File: src/rtl/tone_mixer_pwm_pkg.sv
// tone_mixer_pwm_pkg
// Shared constants for the tone mixer: voice count, default widths and the
// per-voice amplitude helper.
package tone_mixer_pwm_pkg;

    localparam int unsigned NUM_VOICES     = 4;
    localparam int unsigned DEF_FREQ_WIDTH = 12;
    localparam int unsigned DEF_AMP_BITS   = 6;
    localparam int unsigned DEF_PWM_BITS   = 8;

    // Value a voice contributes to the mix while its level is high.
    function automatic int unsigned voice_amp(input int unsigned amp_bits);
        return (1 << amp_bits) - 1;
    endfunction

    localparam int unsigned VOICE_AMP = voice_amp(DEF_AMP_BITS);

endpackage

File: src/rtl/tone_mixer_pwm_voice.sv
// tone_voice
// One square-wave voice: level is high for `freq` cycles, then low for `freq`
// cycles. freq==0 silences the voice; any change of freq restarts the phase
// with the level high.
// Ports:
//   clk    in   system clock
//   reset  in   synchronous active-low reset
//   freq   in   half-period in clocks, 0 = silent
//   level  out  current voice level
module tone_voice #(
    parameter int unsigned FREQ_WIDTH = 12
) (
    input  logic                  clk,
    input  logic                  reset,
    input  logic [FREQ_WIDTH-1:0] freq,
    output logic                  level
);

    logic [FREQ_WIDTH-1:0] cnt_q, cnt_d;
    logic [FREQ_WIDTH-1:0] freq_prev_q, freq_prev_d;
    logic                  level_q, level_d;

    always_comb begin
        cnt_d       = cnt_q;
        freq_prev_d = freq_prev_q;
        level_d     = level_q;
        if (freq == '0) begin
            cnt_d       = '0;
            level_d     = 1'b0;
            freq_prev_d = '0;
        end else if (freq != freq_prev_q) begin
            // Phase restart, also covers silent -> sounding.
            cnt_d       = '0;
            level_d     = 1'b1;
            freq_prev_d = freq;
        end else if (cnt_q == freq - FREQ_WIDTH'(1)) begin
            cnt_d   = '0;
            level_d = ~level_q;
        end else begin
            cnt_d = cnt_q + FREQ_WIDTH'(1);
        end
    end

    always_ff @(posedge clk) begin
        if (!reset) begin
            cnt_q       <= '0;
            freq_prev_q <= '0;
            level_q     <= 1'b0;
        end else begin
            cnt_q       <= cnt_d;
            freq_prev_q <= freq_prev_d;
            level_q     <= level_d;
        end
    end

    assign level = level_q;

endmodule

File: src/rtl/tone_mixer_pwm.sv
// tone_mixer_pwm
// Mixes four square-wave voices into an unsigned sample and drives a 1-bit
// PWM output whose duty is refreshed once per 2^PWM_BITS-cycle period.
// Optional feature: define TONE_MIXER_MUTE_EN to add the per-voice `mute` input.
// Ports:
//   clk            in   system clock
//   reset          in   synchronous active-low reset
//   freq1..freq4   in   voice half-periods in clocks, 0 = silent
//   mute           in   (TONE_MIXER_MUTE_EN only) bit i-1 mutes voice i
//   sample         out  mixed sample currently used as PWM duty
//   sample_strobe  out  one-cycle pulse when sample loads
//   pwm_out        out  registered PWM audio output
module tone_mixer_pwm
    import tone_mixer_pwm_pkg::*;
#(
    parameter int unsigned FREQ_WIDTH = DEF_FREQ_WIDTH,
    parameter int unsigned AMP_BITS   = DEF_AMP_BITS,
    parameter int unsigned PWM_BITS   = DEF_PWM_BITS
) (
    input  logic                  clk,
    input  logic                  reset,
    input  logic [FREQ_WIDTH-1:0] freq1,
    input  logic [FREQ_WIDTH-1:0] freq2,
    input  logic [FREQ_WIDTH-1:0] freq3,
    input  logic [FREQ_WIDTH-1:0] freq4,
`ifdef TONE_MIXER_MUTE_EN
    input  logic [NUM_VOICES-1:0] mute,
`endif
    output logic [PWM_BITS-1:0]   sample,
    output logic                  sample_strobe,
    output logic                  pwm_out
);

    localparam logic [PWM_BITS-1:0] AMP = PWM_BITS'(voice_amp(AMP_BITS));

    logic [FREQ_WIDTH-1:0] freq_v [NUM_VOICES];
    logic [NUM_VOICES-1:0] level_v;
    logic [NUM_VOICES-1:0] mute_v;

    logic [PWM_BITS-1:0] mix_q, mix_d;
    logic [PWM_BITS-1:0] sample_q, sample_d;
    logic [PWM_BITS-1:0] pcnt_q, pcnt_d;
    logic                strobe_q, strobe_d;
    logic                pwm_q, pwm_d;

    always_comb begin
        freq_v[0] = freq1;
        freq_v[1] = freq2;
        freq_v[2] = freq3;
        freq_v[3] = freq4;
    end

`ifdef TONE_MIXER_MUTE_EN
    assign mute_v = mute;
`else
    assign mute_v = '0;
`endif

    for (genvar g = 0; g < NUM_VOICES; g++) begin : g_voice
        tone_voice #(
            .FREQ_WIDTH(FREQ_WIDTH)
        ) u_voice (
            .clk  (clk),
            .reset(reset),
            .freq (freq_v[g]),
            .level(level_v[g])
        );
    end

    always_comb begin
        mix_d = '0;
        for (int unsigned i = 0; i < NUM_VOICES; i++) begin
            if (level_v[i] && !mute_v[i]) begin
                mix_d = mix_d + AMP;
            end
        end
    end

    // The duty only changes on the last count of a PWM period, so every
    // period is generated from a single sample value.
    always_comb begin
        pcnt_d   = pcnt_q + PWM_BITS'(1);
        strobe_d = (pcnt_q == '1);
        sample_d = strobe_d ? mix_q : sample_q;
        pwm_d    = (pcnt_q < sample_q);
    end

    always_ff @(posedge clk) begin
        if (!reset) begin
            mix_q    <= '0;
            sample_q <= '0;
            pcnt_q   <= '0;
            strobe_q <= 1'b0;
            pwm_q    <= 1'b0;
        end else begin
            mix_q    <= mix_d;
            sample_q <= sample_d;
            pcnt_q   <= pcnt_d;
            strobe_q <= strobe_d;
            pwm_q    <= pwm_d;
        end
    end

    assign sample        = sample_q;
    assign sample_strobe = strobe_q;
    assign pwm_out       = pwm_q;

endmodule

File: config.mk
export PLATFORM = sky130hd
export DESIGN_NAME = tone_mixer_pwm
export DESIGN_NICKNAME = d
export VERILOG_FILES = /design/src/rtl/tone_mixer_pwm_pkg.sv /design/src/rtl/tone_mixer_pwm_voice.sv /design/src/rtl/tone_mixer_pwm.sv
export SDC_FILE = /design/constraint.sdc
export NUM_CORES = 1
export LEC_CHECK = 0
export CAP_MARGIN = 25
export CORE_MARGIN = 3
export CORE_UTILIZATION = 52
export DETAILED_ROUTE_END_ITERATION = 7
export GPL_TIMING_DRIVEN = 0
export PLACE_DENSITY = 0.76
export SLEW_MARGIN = 20
export SYNTH_ARGS = -nofsm -noshare
export SYNTH_HDL_FRONTEND = slang
export SYNTH_SLANG_ARGS = --single-unit
File: constraint.sdc
create_clock -name clk -period 2.8 [get_ports clk]
set_clock_uncertainty 0.05 [all_clocks]
set_input_delay 0.7 -clock clk [delete_from_list [all_inputs] [get_ports clk]]
set_output_delay 0.7 -clock clk [all_outputs]
set_load 0.01 [all_outputs]
### Register map, names as in the netlist, run 1

(4 px per um)
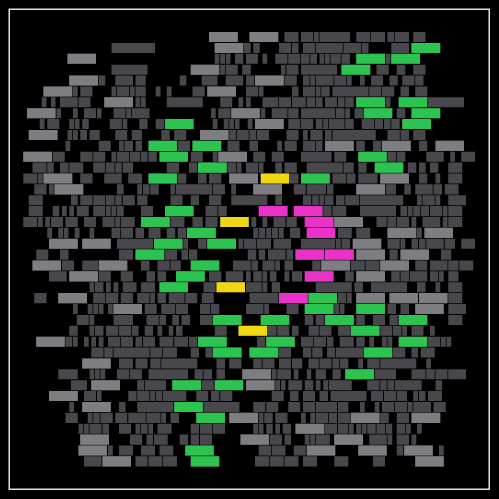
signal	color	sequential cells
g_voice.u_voice.freq_prev_q	green	48
mix_q	magenta	8
g_voice.u_voice.level	yellow	4
Sequential cell area: 0.00252 mm^2
P_seq: 1.88 mW

### Placement by cell class, run 1

(2 px per um)
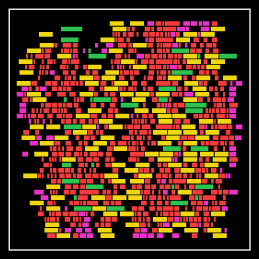
class	color	cells
remaining buffers and delay cells	magenta	85
remaining logic cells	red	590
clock drivers and dummy loads	green	30
registers	yellow	126
final instance area: 0.00818 mm^2
Core Box Area: 0.0123 mm^2

### Signal wires by layer, run 1

(3 px per um) Two of the layers only.
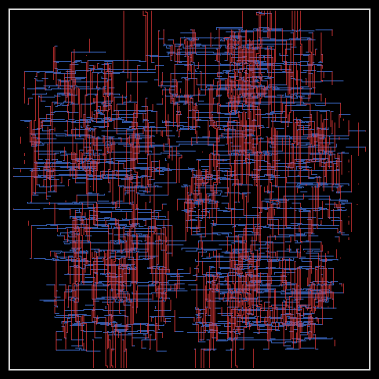
layer	color	wire length
M2	red	7610 um
M1	blue	6540 um

### Cell outlines without signal wires, run 1

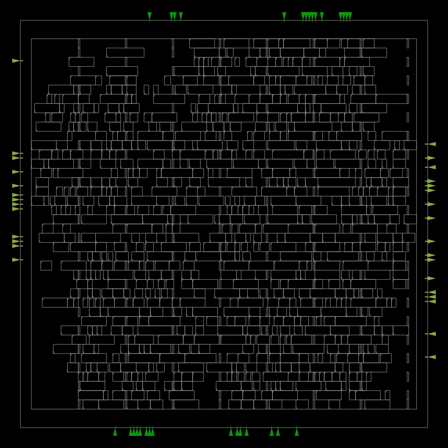
number of standard-cell rows in the floorplan: 40
fraction of standard cell area that is sequential: 30.9%
sequential cell count: 126
Tapcell Cnt: 168
Finished Layout Cells: 999

run 1: cell families (layout without fill, tap and decap cells):
group,Yosys count,in the layout,share of synthesized area (%)
muxes,17,17,2.55
AOI/OAI and AO/OA,62,62,6.95
DFF,126,126,37.6
buffers and inverters,59,142,4.08
and+or+nand+nor,311,311,24.9
xor gates and xnor gates,151,151,19.7
adders and majority gates,22,22,4.21
run 1: metrics by stage:
stage	util (%)	hold WS, ns	area, um^2	TNS (ns)
global placement	60.2	0.397	7410	-36.72
global route	66.4	0.456	8180	-0.00792
finish	66.4	0.420	8180	0
detailed placement	60.2	0.410	7410	-40.71
floorplan	-	0.382	6720	0
CTS	65.9	0.426	8110	0
run 1: path summary, 6_finish.rpt:
kind | start | endpoint | slack [ns] | depth (start not counted)
hold reg to reg | pcnt_q[0] | pcnt_q[0] | 0.42 | 1
setup reg to reg | g_voice[3].u_voice.cnt_q[2] | g_voice[3].u_voice.cnt_q[10] | 0.37 | 9
hold / removal | pcnt_q[0] | pcnt_q[0] | 0.42 | 1
setup / recovery | freq4[0] | g_voice[3].u_voice.cnt_q[10] | 0.07 | 11
run 1: power groups by stage:
stage / clock (mW) / combinational (mW) / sequential [mW]
after global placement: 0 / 0.404 / 1.91
after global routing: 2.32 / 0.485 / 1.88
after floorplan: 0 / 0.267 / 1.91
final: 2.19 / 0.442 / 1.88
after detailed placement: 0 / 0.418 / 1.91
after CTS: 2.22 / 0.431 / 1.88
run 1: metal layers:
metal / up-vias / global-route usage (%) / share of wire (%)
met5: - / 0 / 0
met4: 0 / 8.52 / 2.0
met3: 28 / 6.03 / 4.5
met2: 145 / 38.2 / 50
met1: 2614 / 25.8 / 43
li1: 2669 / - / -
run 1: repair_timing:
action	4_1_cts	5_1_grt
pin swaps	2	1
buffers inserted	5	0
setup endpoints to repair	52	44
gates resized	31	22
cloned	0	0
run 1: cell usage in the layout, fill, tap and decap left out, types with 4 or more instances in the layout:
cell	Yosys	routed
clkbuf_8	2	4
nor2b_1	10	10
clkbuf_1	23	26
dlygate4sd2_1	0	5
xnor2_1	86	86
clkdlybuf4s50_1	0	34
nand4_1	21	21
buf_4	0	6
xor2_1	65	65
nor3_1	14	11
mux2i_1	16	16
nor4_1	6	4
ha_1	21	19
dfxtp_1	126	126
buf_6	3	4
nand2b_1	6	6
dlymetal6s2s_1	0	4
o21ai_0	9	8
a21oi_1	9	9
a21boi_0	7	7
nand2_1	36	36
clkbuf_16	0	17
or2_2	4	4
nand3b_1	5	5
clkinv_2	0	5
nor2_1	78	78
and2_1	54	54
and3_1	16	16
inv_1	27	27
nand3_1	36	35
a21o_1	4	4
run 1: layout make-up:
| type | count | area (um^2) |
|---|---|---|
| Tap cell | 168 | 210 |
| Clock inverter | 8 | 115 |
| Timing Repair Buffer | 53 | 512 |
| Buffer | 32 | 178 |
| Sequential cell | 126 | 2520 |
| Fill cell | 1033 | 4140 |
| Inverter | 27 | 101 |
| Clock buffer | 22 | 464 |
| Multi-Input combinational cell | 563 | 4070 |
==> run notes, run 1 <==
Notes on the physical implementation.

- The run finished with clean final reports.
- The async set-or-reset flop fraction in the synthesized netlist is 0%, for reference.
- The power per standard cell area is 552 mW/mm^2, for reference.
- For this run, the top clock speed supported by timing is between 300 and 400 MHz.
- The vertical die dimension is around 120 um, for reference.
- The critical path is of the primary input to register type.
- The chip area is between 0.01 and 0.015 mm^2, for reference.
- The total of hold buffers inserted after clock tree synthesis is 0, for reference.
- Once synthesis finished, the tally of register bits stood at 126.
- The global-route congestion overflow total is 0, for reference.
- The number of levels in the clock H-tree is 4, for reference.
- Port buffering added 48 buffers.
- The pre-antenna-repair detailed-routing pass consisted of 4 iterations.
- The count of final hold-check violations is 0, for reference.
- The slew at the pin with the worst max-slew slack is 0.610 ns, for reference.
- The half-perimeter wire length of the detailed placement result is 10800 um, for reference.
- The global routing report lists combined usage of all routing layers as 22.0%.
- The post-detailed-routing wire length is 15100 um, for reference.
- The worst-skew pair later-pin latency is about 0.4 ns, for reference.
- The DRC violation total after the first TritonRoute iteration is roughly 340, for reference.
- The slew check shows that the tightest pin keeps a relative margin of 59.3%.
- The placed cell count is 964, for reference.
- The proportion of netlist area held by the largest area contributor is 37.6%, for reference.
- The tree is rooted in a clkbuf_16.
- The proportion of layout cells with a drive suffix above 1 is 9.51%, for reference.
- 0 antenna diodes ended up in the layout.
- The clock transition at the registers of the reported paths is 0.05 ns, for reference.
- In the synthesized netlist the dominant register cell turns out to be dfxtp_1.
- Summing every instance area after synthesis gives 0.00672 mm^2.
- The buffering stage count on the worst path with inverters included is 3, for reference.
- The share of total power consumed by net switching is a little under a quarter, for reference.
- The max-slew violation total from the final report is 0, for reference.
- The CTS tree is done, for reference.
- Yosys reports a chip area of 0.00672 mm^2.
- The largest voltage drop on the vdd net is 0.400 mV, for reference.
- The power report puts the net switching power at just over 1 mW.
- Using the TritonRoute via totals, the vias-per-cell ratio works out to 5.46.
- For reference, the critical path cell chain is clkdlybuf4s15_2 > inv_1 > ha_1 > and2_1 > o21a_1 > o31ai_1 > nand4_1 > or4_1 > nand3_2 > buf_4 > nor2_1.
- The endpoint arrival time on the critical path is 2.99 ns, for reference.
- The number of distinct library cell variants in the gate-level netlist after synthesis is between 60 and 70, for reference.
- During I/O placement, the number of pins put on the boundary was 60.
- The synthesized netlist handed to floorplanning was reported with a cell count of 748.
- For this run, the register share of the synthesized area comes to between 30 and 40%.
- The share of total power dissipated in sequential elements is 41.6%.
- The setup slack after layout is 0.0663 ns, for reference.
- The data required time at the worst endpoint is slightly above 3 ns, for reference.
- The largest registers in the layout are g_voice.u_voice.cnt_q: 48 flops, g_voice.u_voice.freq_prev_q: 48 flops.
- Entering global routing, the biggest net connects 17 pins.
- The synth_stat.txt file lists the number of cells as 748.
- The highest net fanout along the worst path is 10, for reference.
- Setup slack on the worst path after placement came out at -0.927 ns.
- The post-route antenna net violation count is 0, for reference.
- The number of global-route vias before repair is ~5.5k, for reference.
- The die boundary width is 120 um, for reference.
- The average wire length per cell after detail routing is 15.1 um, for reference.
- The number of maximum-capacitance violations is 0, for reference.
- The final critical path time including I/O delays and setup is 2.73 ns, for reference.
- The mean post-synth cell area is approximately 9 um^2, for reference.
- The worst stage delay on the critical path is 0.61 ns, for reference.
- The leading cell type by number of instances after synthesis is dfxtp_1, for reference.
- On the critical path the largest part of the delay comes from simple AND/OR/NAND/NOR gates.
- The post-synthesis net count is 820, for reference.
- The CTS log lists the clock sinks for this run as 126.
- The number of nets in the finished design is 892, for reference.
- The worst-path cell with the longest stage delay is or4_1, for reference.
- The count of tool warnings is 29, for reference.
- The power report attributes to the combinational group a share of 9.8%.
- The post-route fraction of the period consumed by the critical path is 97.6%, for reference.
- The leakage component of the power was reported as ~3 nW.
- In this run the deepest clock path goes through 2 buffers.
- In the floorplan report the effective utilization is 54.5%.
- Power comes to 4.51 mW.
- The cell type contributing the most total cell area after synthesis is dfxtp_1, for reference.
- The final routed DRC violation total is 0, for reference.
- Ranked by total cell area, the synthesized netlist is headed by dfxtp_1 38%, xnor2_1 11%, xor2_1 8.5%.
- The global-route wire length before repair is 25800 um, for reference.
- The part of the power in the clock network is 48.6%, for reference.
- The endpoint kind of the worst setup timing path is a register, for reference.
- The congestion estimate from routability-driven global placement came to 0.869.
- The number of enable flip-flop cells is 0, for reference.
- The path category of the worst min-delay check is register to register, for reference.
- The initial antenna violation count is 0.
- In the synthesized netlist, the cells that appear most often are 126 x dfxtp_1, 86 x xnor2_1, 78 x nor2_1.
- STA classifies the critical path startpoint as a primary input.
- Counting the buffers created by CTS gives 17.
- The count of yosys warnings during synthesis is 0, for reference.
- The number of setup violations in the final report is 0, for reference.
- The synthesis-to-layout area growth is 21.7%, for reference.
- The routed layout has between 5k and 6k vias.
- The cell internal power dissipation is ~3.5 mW, for reference.
==> run 2: changes to the inputs <==
- HOLD_SLACK_MARGIN: not set -> 0.02
### Cell outlines without signal wires, run 2

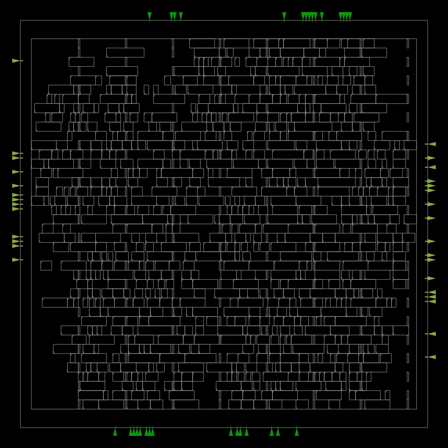
utilization after layout: 66.4%
fill count: 1033

==> run notes, run 2 <==
Notes on the physical implementation.

- The tightest slew margin relative to the limit is 59.3% (unchanged), for reference.
- The core box area was 0.0123 mm^2 (unchanged).
- The startpoint identified for the worst hold timing path is pcnt_q[0].
- For the worst reg-to-reg path, the endpoint reported by OpenROAD is g_voice[3].u_voice.cnt_q[10].
- The half-perimeter wire length of the detailed placement result is 10800 um (unchanged), for reference.
- The adder-cell share of the synthesized area is 4.21% (unchanged), for reference.
- Sorting the synthesis cell report by count puts at the top dfxtp_1.
- The cell depth of the worst hold path was 1 (unchanged).
- The count of tool warnings is 29 (unchanged), for reference.
- The clock transition at the registers of the reported paths is 0.05 ns (about the same), for reference.
- The path category of the worst min-delay check is register to register, for reference.
- The vertical die dimension was 120 um (unchanged).
- The number of enable flip-flop cells is 0 (unchanged).
- The DRC violation total after the first TritonRoute iteration is 341 (unchanged), for reference.
- The antenna cell count was 0 (unchanged).
- The top cell types in the final layout, fill and taps aside, are 126 x dfxtp_1, 86 x xnor2_1, 78 x nor2_1.
- The slew at the pin with the worst max-slew slack was 0.610 ns (unchanged).
- The post-route fraction of the period consumed by the critical path is 97.6% (unchanged).
- The number of distinct library cell variants in the gate-level netlist after synthesis is 68 (unchanged), for reference.
- The die boundary width is 120 um (unchanged), for reference.
- The number of global-route vias before repair is 5525 (unchanged).
- In the final layout, the registers with the most flip-flops are g_voice.u_voice.cnt_q: 48 flops, g_voice.u_voice.freq_prev_q: 48 flops.
- The AND-OR/OR-AND share of the synthesized area is 6.95% (unchanged).
- The reg2reg setup slack is 0.37 ns (about the same), for reference.
- Yosys reports that the most numerous cell types are 126 x dfxtp_1, 86 x xnor2_1, 78 x nor2_1.
- The floorplan-stage core utilization is 54.5% (unchanged).
- The number of maximum-capacitance violations is 0 (unchanged), for reference.
- The number of buffers added on ports is 48 (unchanged), for reference.
- The proportion of netlist area held by the largest area contributor is 37.6% (unchanged), for reference.
- The xor/xnor cell area share of the yosys netlist is 19.7% (unchanged), for reference.
- The iteration tally of the first detailed-router pass is 4 (unchanged), for reference.
- STA classifies the critical path startpoint as a primary input.
- The mean post-synth cell area came to 8.98 um^2 (unchanged).
- The flow ran to the end, and the final reports show no timing, DRC or antenna violations.
- The cell chosen for the clock root is clkbuf_16, for reference.
- The worst setup path is captured at a register.
- The endpoint arrival time on the critical path was 2.99 ns (about the same).
- The fraction of synthesized area in multiplexers is 2.55% (unchanged).
- Tracing the worst setup path back leads to its startpoint at freq4[0].
- The number of levels in the clock H-tree is 4 (unchanged).
- The area of the synthesized netlist per yosys stat is 0.00672 mm^2 (unchanged).
- The initial antenna violation count is 0 (unchanged), for reference.
- The count of yosys warnings during synthesis is 0 (unchanged).
- The worst reg2reg path depth is 9 (unchanged), for reference.
- The end point of the worst hold path is pcnt_q[0], for reference.
- The global-route congestion overflow total is 0 (unchanged), for reference.
- The total power of the final layout is 4.51 mW (unchanged), for reference.
- The most numerous logic cell after layout is dfxtp_1, for reference.
- The main flop type is dfxtp_1, for reference.
- The chip area is 0.0143 mm^2 (unchanged), for reference.
- The post-route antenna net violation count is 0 (unchanged).
- The total CTS buffers came to 17 (unchanged).
- The async set-or-reset flop fraction in the synthesized netlist is 0% (unchanged), for reference.
- The static leakage is 3.05 nW (unchanged), for reference.
- The simple-gate portion of the synthesized area is 24.9% (unchanged), for reference.
- The gate count of the mapped netlist is 748 (unchanged), for reference.
- The average wire length per cell after detail routing came to 15.1 um (unchanged).
- The number of setup violations in the final report is 0 (unchanged).
- The cell total in the yosys stat output is 748 (unchanged), for reference.
- The worst-skew pair later-pin latency was 0.41 ns (about the same).
- For reference, the top cells by area after synthesis are dfxtp_1 38%, xnor2_1 11%, xor2_1 8.5%.
- The final routed DRC violation total is 0 (unchanged), for reference.
- The CTS tree is done, for reference.
- The global-route wire length before repair is 25800 um (unchanged), for reference.
- The final-layout worst hold slack is 0.420 ns (unchanged), for reference.
- The power per standard cell area is 552 mW/mm^2 (unchanged), for reference.
- The final critical path time including I/O delays and setup is 2.73 ns (unchanged), for reference.
- The type of the setup path with the least slack is primary input to register, for reference.
- The sequential area share after synthesis came to 37.6% (unchanged).
- The largest voltage drop on the vdd net is 0.400 mV (unchanged), for reference.
- The largest net degree at the start of global routing was 17 (unchanged).
- The count of final hold-check violations is 0 (unchanged).
- The detailed-route via count is 5456 (unchanged), for reference.
- The cell type contributing the most total cell area after synthesis is dfxtp_1, for reference.
- The overall track demand over capacity in global routing is 22.0% (unchanged), for reference.
- The highest net fanout along the worst path is 10 (unchanged), for reference.
- The number of buffers on the longest clock path is 2 (unchanged).
- The number of vias per cell came to 5.46 (unchanged).
- The synthesis-to-layout area growth is 21.7% (unchanged), for reference.
- The total of hold buffers inserted after clock tree synthesis was 0 (unchanged).
- The max-slew violation total from the final report came to 0 (unchanged).
- The total number of clock tree sinks is 126 (unchanged), for reference.
- Looking at the reg2reg group, the worst path starts from g_voice[3].u_voice.cnt_q[2].
- The floorplan row count is 40 (unchanged), for reference.
- The total standard cell area after synthesis is 0.00672 mm^2 (unchanged).
- The final RePlAce weighted congestion is 0.869 (unchanged).
- The I/O pin count is 60 (unchanged).
- The post-synthesis net count is 820 (unchanged).
- The maximum achievable frequency is 366 MHz (unchanged), for reference.
- By area, the combinational part of the netlist is dominated by simple AND/OR/NAND/NOR gates.
- The post-detailed-routing wire length was 15100 um (unchanged).
- The count of state elements after synthesis is 126 (unchanged), for reference.
- The data required time at the worst endpoint is 3.06 ns (about the same), for reference.
- The number of nets in the finished design is 892 (unchanged), for reference.
- The proportion of layout cells with a drive suffix above 1 is 9.51% (unchanged).
## run 2: cells by family (layout without fill, tap and decap cells)
group,Yosys count,count (layout)
simple gates,311,311
xor+xnor,151,151
flops,126,126
compound gates,62,62
buf+inv,59,142
fa+ha+maj,22,22
mux,17,17
## run 2: worst max-delay path, stage by stage
cell and delay [ns]:
clkdlybuf4s15_2 0.26, inv_1 0.06, ha_1 0.21, and2_1 0.18, o21a_1 0.20, o31ai_1 0.24, nand4_1 0.12, or4_1 0.61
nand3_2 0.16, buf_4 0.18, nor2_1 0.06
## run 2: metal layers
layer | GRT usage (%) | share of wire (%) | vias up
met4 | 8.52 | 2.0 | 0
met1 | 25.8 | 43 | 2614
li1 | - | - | 2669
met2 | 38.2 | 50 | 145
met5 | 0 | 0 | -
met3 | 6.03 | 4.5 | 28
## run 2: layout make-up
cell class	count	area, um^2
Timing Repair Buffer	53	512
Inverter	27	101
Fill cell	1033	4140
Sequential cell	126	2520
Clock buffer	22	464
Tap cell	168	210
Clock inverter	8	115
Multi-Input combinational cell	563	4070
Buffer	32	178
## run 2: repair_timing
| action | CTS | global route |
|---|---|---|
| resized | 31 | 22 |
| setup buffers | 5 | 0 |
| pin swaps | 2 | 1 |
| setup endpoints to repair | 52 | 44 |
## run 2: stage by stage
step / utilization (%) / cell area (um^2) / setup WS (ns) / setup TNS, ns / instances
global placement: 60.2 / 7410 / -0.850 / -36.72 / 964
CTS: 65.9 / 8110 / 0.00752 / 0 / 999
finish: 66.4 / 8180 / 0.0663 / 0 / 999
global route: 66.4 / 8180 / -0.00654 / -0.00792 / 999
detailed placement: 60.2 / 7410 / -0.927 / -40.71 / 964
floorplan: - / 6720 / 0.0970 / 0 / 748
## run 2: where the power goes
| group | switching (mW) | leakage, nW | total [mW] | internal [mW] |
|---|---|---|---|---|
| registers | 0.0271 | 1.03 | 1.88 | 1.85 |
| clock network | 0.767 | 0.289 | 2.19 | 1.43 |
| logic | 0.230 | 1.73 | 0.442 | 0.213 |
| total | 1.02 | 3.05 | 4.51 | 3.49 |
## run 2: worst max-delay path by stage
stage          slack, ns                            to  cells past startpoint
2_1_floorplan        0.1  g_voice[3].u_voice.cnt_q[10]                     10
3_3_place_gp       -0.85   g_voice[3].u_voice.cnt_q[8]                     11
3_5_place_dp       -0.93   g_voice[3].u_voice.cnt_q[6]                     11
4_1_cts            0.008   g_voice[2].u_voice.cnt_q[5]                     12
5_1_grt           -0.007   g_voice[2].u_voice.cnt_q[5]                      9
6_report            0.07  g_voice[3].u_voice.cnt_q[10]                     11
No activity file was given, so power comes from the tool's default toggle rates.
